==> images/density.png <==
Drawn at 4 px/micron. 7 x 7 tiles, from dark blue (low) to red (high), 0 to 100% covered.
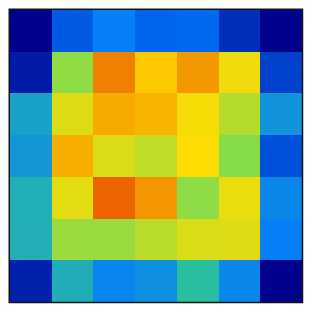
==> images/final_congestion.png <==
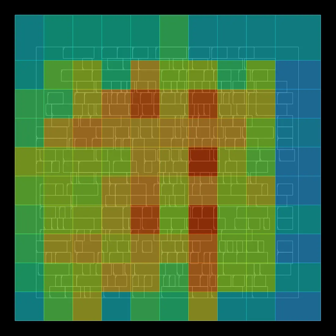
==> images/met3.png <==
Drawn at 6 px/micron. Cells faint in the background.
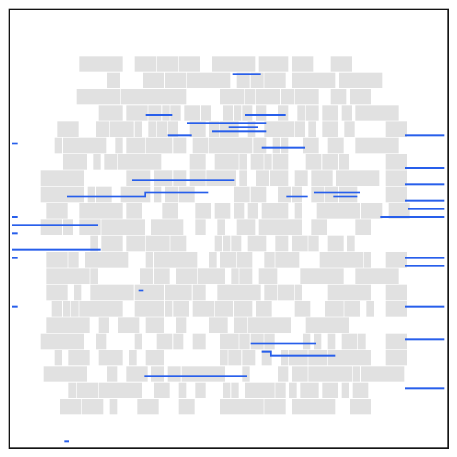
==> images/port_nets.png <==
Drawn at 4 px/micron.
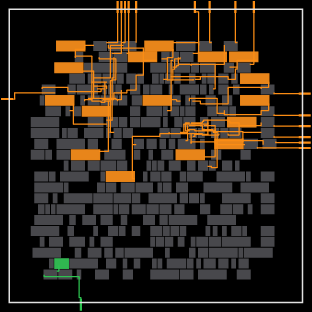
File: src/rtl/gate_delay_pkg.sv
// Shared types and default parameters for the gate delay meter.
//   state_t      : measurement FSM states (IDLE, WAIT)
//   DEF_*        : default counter width, acceptance window and timeout
//   PASS_W       : width of the pass counter
package gate_delay_pkg;

    localparam int unsigned DEF_CW      = 8;
    localparam int unsigned DEF_MIN_DLY = 4;
    localparam int unsigned DEF_MAX_DLY = 6;
    localparam int unsigned DEF_TIMEOUT = 20;
    localparam int unsigned PASS_W      = 16;

    typedef enum logic {
        IDLE = 1'b0,
        WAIT = 1'b1
    } state_t;

endpackage

File: src/rtl/gate_delay_meter_if.sv
// Stimulus / measurement bundle of the gate delay meter.
//   stim_evt, exp_val, dut_out : stimulus side (driven by master)
//   meas_*, pass_cnt           : measurement results (driven by slave)
interface gate_delay_meter_if
    import gate_delay_pkg::*;
#(
    parameter int unsigned CW = DEF_CW
) ();

    logic              stim_evt;
    logic              exp_val;
    logic              dut_out;
    logic              meas_valid;
    logic [CW-1:0]     meas_delay;
    logic              meas_rise;
    logic              meas_early;
    logic              meas_late;
    logic              meas_tmo;
    logic              meas_abort;
    logic [PASS_W-1:0] pass_cnt;

    modport master (
        output stim_evt, exp_val, dut_out,
        input  meas_valid, meas_delay, meas_rise, meas_early, meas_late,
               meas_tmo, meas_abort, pass_cnt
    );

    modport slave (
        input  stim_evt, exp_val, dut_out,
        output meas_valid, meas_delay, meas_rise, meas_early, meas_late,
               meas_tmo, meas_abort, pass_cnt
    );

endinterface

File: src/rtl/gate_delay_meter_sat_counter.sv
// Saturating up-counter.
//   clk, rst : clock, synchronous active-high reset
//   inc      : count enable
//   count    : current value, holds at all-ones
module sat_counter #(
    parameter int unsigned W = 16
) (
    input  logic         clk,
    input  logic         rst,
    input  logic         inc,
    output logic [W-1:0] count
);

    always_ff @(posedge clk) begin
        if (rst) begin
            count <= '0;
        end else if (inc && (count != '1)) begin
            count <= count + W'(1);
        end
    end

endmodule

File: src/rtl/gate_delay_meter.sv
// Measures the response delay of a gate after each stimulus event and
// classifies it against a [MIN_DLY, MAX_DLY] window with a timeout.
//   clk, rst : clock, synchronous active-high reset
//   bus      : stimulus inputs and registered measurement outputs
module gate_delay_meter
    import gate_delay_pkg::*;
#(
    parameter int unsigned CW      = DEF_CW,
    parameter int unsigned MIN_DLY = DEF_MIN_DLY,
    parameter int unsigned MAX_DLY = DEF_MAX_DLY,
    parameter int unsigned TIMEOUT = DEF_TIMEOUT
) (
    input  logic                clk,
    input  logic                rst,
    gate_delay_meter_if.slave   bus
);

    state_t            state_q, state_d;
    logic [CW-1:0]     cnt_q, cnt_d, cnt_inc;
    logic              exp_q, exp_d;
    logic              valid_q, valid_d;
    logic [CW-1:0]     delay_q, delay_d;
    logic              rise_q, rise_d;
    logic              early_q, early_d;
    logic              late_q, late_d;
    logic              tmo_q, tmo_d;
    logic              abort_q, abort_d;
    logic              pass_d;
    logic              match;
    logic [PASS_W-1:0] pass_cnt;

    // State, counter and result registers
    always_ff @(posedge clk) begin
        if (rst) begin
            state_q <= IDLE;
            cnt_q   <= '0;
            exp_q   <= 1'b0;
            valid_q <= 1'b0;
            delay_q <= '0;
            rise_q  <= 1'b0;
            early_q <= 1'b0;
            late_q  <= 1'b0;
            tmo_q   <= 1'b0;
            abort_q <= 1'b0;
        end else begin
            state_q <= state_d;
            cnt_q   <= cnt_d;
            exp_q   <= exp_d;
            valid_q <= valid_d;
            delay_q <= delay_d;
            rise_q  <= rise_d;
            early_q <= early_d;
            late_q  <= late_d;
            tmo_q   <= tmo_d;
            abort_q <= abort_d;
        end
    end

    // Next state; a new stimulus in WAIT wins over both match and timeout
    always_comb begin
        state_d = state_q;
        cnt_d   = cnt_q;
        exp_d   = exp_q;
        valid_d = 1'b0;
        tmo_d   = 1'b0;
        abort_d = 1'b0;
        pass_d  = 1'b0;
        delay_d = delay_q;
        rise_d  = rise_q;
        early_d = early_q;
        late_d  = late_q;
        cnt_inc = cnt_q + CW'(1);
        match   = (bus.dut_out == exp_q);

        case (state_q)
            IDLE: begin
                if (bus.stim_evt) begin
                    exp_d   = bus.exp_val;
                    cnt_d   = '0;
                    state_d = WAIT;
                end
            end
            WAIT: begin
                if (bus.stim_evt) begin
                    abort_d = 1'b1;
                    exp_d   = bus.exp_val;
                    cnt_d   = '0;
                end else if (match || (cnt_inc == CW'(TIMEOUT))) begin
                    // On timeout cnt_inc equals TIMEOUT, so it is the reported delay too
                    valid_d = 1'b1;
                    tmo_d   = !match;
                    delay_d = cnt_inc;
                    rise_d  = exp_q;
                    early_d = match && (cnt_inc < CW'(MIN_DLY));
                    late_d  = match && (cnt_inc > CW'(MAX_DLY));
                    pass_d  = match && (cnt_inc >= CW'(MIN_DLY))
                                    && (cnt_inc <= CW'(MAX_DLY));
                    cnt_d   = '0;
                    state_d = IDLE;
                end else begin
                    cnt_d = cnt_inc;
                end
            end
            default: state_d = IDLE;
        endcase
    end

    // Count in-window results, updated on the same edge as meas_valid
    sat_counter #(
        .W (PASS_W)
    ) u_pass_cnt (
        .clk   (clk),
        .rst   (rst),
        .inc   (pass_d),
        .count (pass_cnt)
    );

    assign bus.meas_valid = valid_q;
    assign bus.meas_delay = delay_q;
    assign bus.meas_rise  = rise_q;
    assign bus.meas_early = early_q;
    assign bus.meas_late  = late_q;
    assign bus.meas_tmo   = tmo_q;
    assign bus.meas_abort = abort_q;
    assign bus.pass_cnt   = pass_cnt;

endmodule
File: src/flat_wrapper.sv
// flat-port wrapper written by rule: the top's interface ports become plain ports
module gate_delay_meter_flat import gate_delay_pkg::*;
#(
    parameter int unsigned CW      = DEF_CW,
    parameter int unsigned MIN_DLY = DEF_MIN_DLY,
    parameter int unsigned MAX_DLY = DEF_MAX_DLY,
    parameter int unsigned TIMEOUT = DEF_TIMEOUT
)
  (clk, rst, bus_stim_evt, bus_exp_val, bus_dut_out, bus_meas_valid, bus_meas_delay, bus_meas_rise, bus_meas_early, bus_meas_late, bus_meas_tmo, bus_meas_abort, bus_pass_cnt);
  gate_delay_meter_if #(.CW(CW)) bus_i ();
  input  logic clk;
  input  logic rst;
  input wire logic [$bits(bus_i.stim_evt)-1:0] bus_stim_evt;
  input wire logic [$bits(bus_i.exp_val)-1:0] bus_exp_val;
  input wire logic [$bits(bus_i.dut_out)-1:0] bus_dut_out;
  output wire logic [$bits(bus_i.meas_valid)-1:0] bus_meas_valid;
  output wire logic [$bits(bus_i.meas_delay)-1:0] bus_meas_delay;
  output wire logic [$bits(bus_i.meas_rise)-1:0] bus_meas_rise;
  output wire logic [$bits(bus_i.meas_early)-1:0] bus_meas_early;
  output wire logic [$bits(bus_i.meas_late)-1:0] bus_meas_late;
  output wire logic [$bits(bus_i.meas_tmo)-1:0] bus_meas_tmo;
  output wire logic [$bits(bus_i.meas_abort)-1:0] bus_meas_abort;
  output wire logic [$bits(bus_i.pass_cnt)-1:0] bus_pass_cnt;
  assign bus_i.stim_evt = bus_stim_evt;
  assign bus_i.exp_val = bus_exp_val;
  assign bus_i.dut_out = bus_dut_out;
  assign bus_meas_valid = bus_i.meas_valid;
  assign bus_meas_delay = bus_i.meas_delay;
  assign bus_meas_rise = bus_i.meas_rise;
  assign bus_meas_early = bus_i.meas_early;
  assign bus_meas_late = bus_i.meas_late;
  assign bus_meas_tmo = bus_i.meas_tmo;
  assign bus_meas_abort = bus_i.meas_abort;
  assign bus_pass_cnt = bus_i.pass_cnt;
  gate_delay_meter #(.CW(CW), .MIN_DLY(MIN_DLY), .MAX_DLY(MAX_DLY), .TIMEOUT(TIMEOUT)) u_core (.clk(clk), .rst(rst), .bus(bus_i));
endmodule
File: config.mk
export PLATFORM = sky130hd
export DESIGN_NAME = gate_delay_meter_flat
export DESIGN_NICKNAME = d
export VERILOG_FILES = /design/src/rtl/gate_delay_pkg.sv /design/src/rtl/gate_delay_meter_if.sv /design/src/rtl/gate_delay_meter_sat_counter.sv /design/src/rtl/gate_delay_meter.sv /design/src/flat_wrapper.sv
export SDC_FILE = /design/constraint.sdc
export NUM_CORES = 1
export LEC_CHECK = 0
export CAP_MARGIN = 20
export CORE_MARGIN = 5
export CORE_UTILIZATION = 52
export DETAILED_ROUTE_END_ITERATION = 6
export HOLD_SLACK_MARGIN = 0.02
export PLACE_DENSITY = 0.78
export SYNTH_ARGS = -nofsm -noshare
export SYNTH_HDL_FRONTEND = slang
export SYNTH_SLANG_ARGS = --single-unit
File: constraint.sdc
create_clock -name clk -period 2.6 [get_ports clk]
set_input_delay 0.52 -clock clk [delete_from_list [all_inputs] [get_ports clk]]
set_output_delay 0.52 -clock clk [all_outputs]
set_load 0.005 [all_outputs]
==> reports/summary.txt <==
status -> completed
FFs w/ async S/R, synth -> 0%
Final period util -> 91.69%
Critical Path Fanout Max -> 19
buffer share of cell area -> 16.50%
Seq share, synth -> 38.91%
Clock Path Buffers -> 2
logic share of the area -> 44.94%
initial antenna violation count -> 0
sequential power share -> 49.2%
# setup viols final -> 0
Leakage -> 0.9313 nW
DR iter-0 viols -> 152
Layout Cells excl Fill -> 329
Row Count -> 22
Hold Path Cell Cnt -> 2
hold_ws -> 0.4642 ns
worst min path class -> reg2reg
max incr delay on CP -> 0.44 ns
Total Routing Usage GR -> 19.39%
slew of the pin with the lowest slew margin -> 0.6141 ns
Via-to-Cell Ratio -> 5.787
# Cells Yosys -> 243
total power -> 1.282 mW
relative slew slack -> 58.93%
Reg clk slew, reported paths -> 0.08 ns
first-pass GRT wire length -> 8148 microns
Post-synth top flop -> dfxtp_1
Clock Power Share -> 43.7%
dominant logic cell type in the layout -> dfxtp_1
gpl congestion -> 0.8626
P_sw -> 275.4 uW
Leading cell kind -> multi-input combinational cells
DP Wirelength -> 3435 microns
CP Class -> reg2reg
sw frac -> 21.49%
seq_cells -> 40
Top Layout Cells -> dfxtp_1 (40), clkdlybuf4s50_1 (34), nor2_1 (33), nand2_1 (14)
Max Clk Rate -> 419.5 MHz
post-CTS setup buffer count -> 0
Post-synth EDFFs -> 0
CTS Hold Bufs -> 0
CLK BUF -> 7
Crit. End Element -> flip-flop
clk root buf -> clkbuf_8
Worst Clk Skew -> 0.01049 ns
CP Cell Sequence -> ha_1 -> xor2_1 -> o31ai_1 -> o2111ai_2 -> buf_4 -> nor4_1 -> mux2_2
grt total ovfl -> 0
area delta synth->final -> 26.75%
total CTS buffers -> 5
hold path endpoint -> u_core.bus.meas_rise$_SDFFE_PP0P_
Clock net power -> 560 uW
Tap Count -> 48
Seq. cell area -> 800.8 sq um
ratio of cells with drive above 1 in the final layout -> 11.39%
Worst R2R Path Depth -> 7
Logic cell area -> 1172 sq um
Die X -> 72.92 microns
vias in the first global route -> 1754
chip area line of the yosys report -> 2058 sq um
number of non-clock inverters -> 5
Comb pwr share -> 7.1%
Routed Antenna Nets -> 0
Nets -> 288
worst path buffer plus inverter count -> 1
Placed Cells -> 321
P per Cell Area -> 491.2 nW/um^2
WP data arrival -> 2.58 ns
setup TNS -> 0 ns
Critical R2R Capture -> u_core.u_pass_cnt.count[12]$_SDFFE_PP0P_
bufs w/o clock -> 46
Cell Area, Synth -> 2058 sq um
Post-Layout Inst Area -> 2609 sq um
About density.png:
tiles over 75% full = 16%
fullest tile = 89%
mean over tiles = 48%
Core ar.: 3744 sq um
fin util: 69.69%
FP Core Util: 54.98%

About final_congestion.png:
met2 usage: 27.35%
met1 GRT Util: 27.91%
gr busiest metal: met1
wire per inst: 14.18 microns
GR Util met3: 4.408%

About met3.png:
share of all routed wire = 5.4%
longest straight run = 16.8 microns
wire length on this layer = 251 microns
nets with wire on the layer = 32
main direction = horizontal
Routed WL: 4666 microns
vias: 1904

About port_nets.png:
orange -> bus_pass_cnt  # bits 16, direction output, edge 9 north, 6 east, 1 west, end cells 16, buffers 16, wire 690 microns
green -> bus_exp_val  # bits 1, direction input, edge south, end cells 1, buffers 1, wire 17.3 microns
# port buffers: 34
Ports: 35

[cell families after synthesis]
family / count (synthesis) / share of synthesized area [%]
AND-OR/OR-AND: 50 / 17.45
XOR/XNOR: 10 / 4.255
adder cells (fa/ha/maj): 3 / 1.824
buffers and inverters: 21 / 4.134
flip-flops: 40 / 38.91
multiplexers: 11 / 5.836
AND/OR/NAND/NOR: 108 / 27.60
[worst reg2reg max path, delay by kind of cell, from the launching register on]
kind / cells / cell delay, ns
buffers and inverters: 1 / 0.23
DFF: 1 / 0.44
adders and majority gates: 1 / 0.29
muxes: 1 / 0.36
AOI/OAI and AO/OA: 2 / 0.56
and+or+nand+nor: 1 / 0.31
xor gates and xnor gates: 1 / 0.10
[cell usage after synthesis, types with 3 or more instances]
cell type | number | share of area [%]
nor2b_1 | 9 | 2.7
or4_1 | 5 | 1.8
nand2_1 | 14 | 2.6
or3_1 | 4 | 1.2
xnor2_1 | 5 | 2.1
nand3_1 | 8 | 1.9
mux2i_1 | 3 | 1.5
nor3_1 | 10 | 2.4
ha_1 | 3 | 1.8
o21ai_0 | 5 | 1.2
mux2_2 | 8 | 4.4
inv_1 | 5 | 0.91
nor2_1 | 33 | 6.0
buf_2 | 5 | 1.2
a21oi_1 | 12 | 2.9
clkbuf_1 | 10 | 1.8
xor2_1 | 5 | 2.1
a211oi_1 | 7 | 2.6
nand4_1 | 7 | 2.1
and4_1 | 5 | 2.1
dfxtp_1 | 40 | 39
o31ai_1 | 8 | 2.9
and3_1 | 5 | 1.5
[routing by layer]
layer	part of all wire (%)	up-vias	global-route usage [%]
li1	-	962	-
met1	51	884	27.91
met2	42	51	27.35
met3	5.4	7	4.408
met4	2.0	0	8.607
met5	0	-	0
Power and IR drop assume default switching activity.
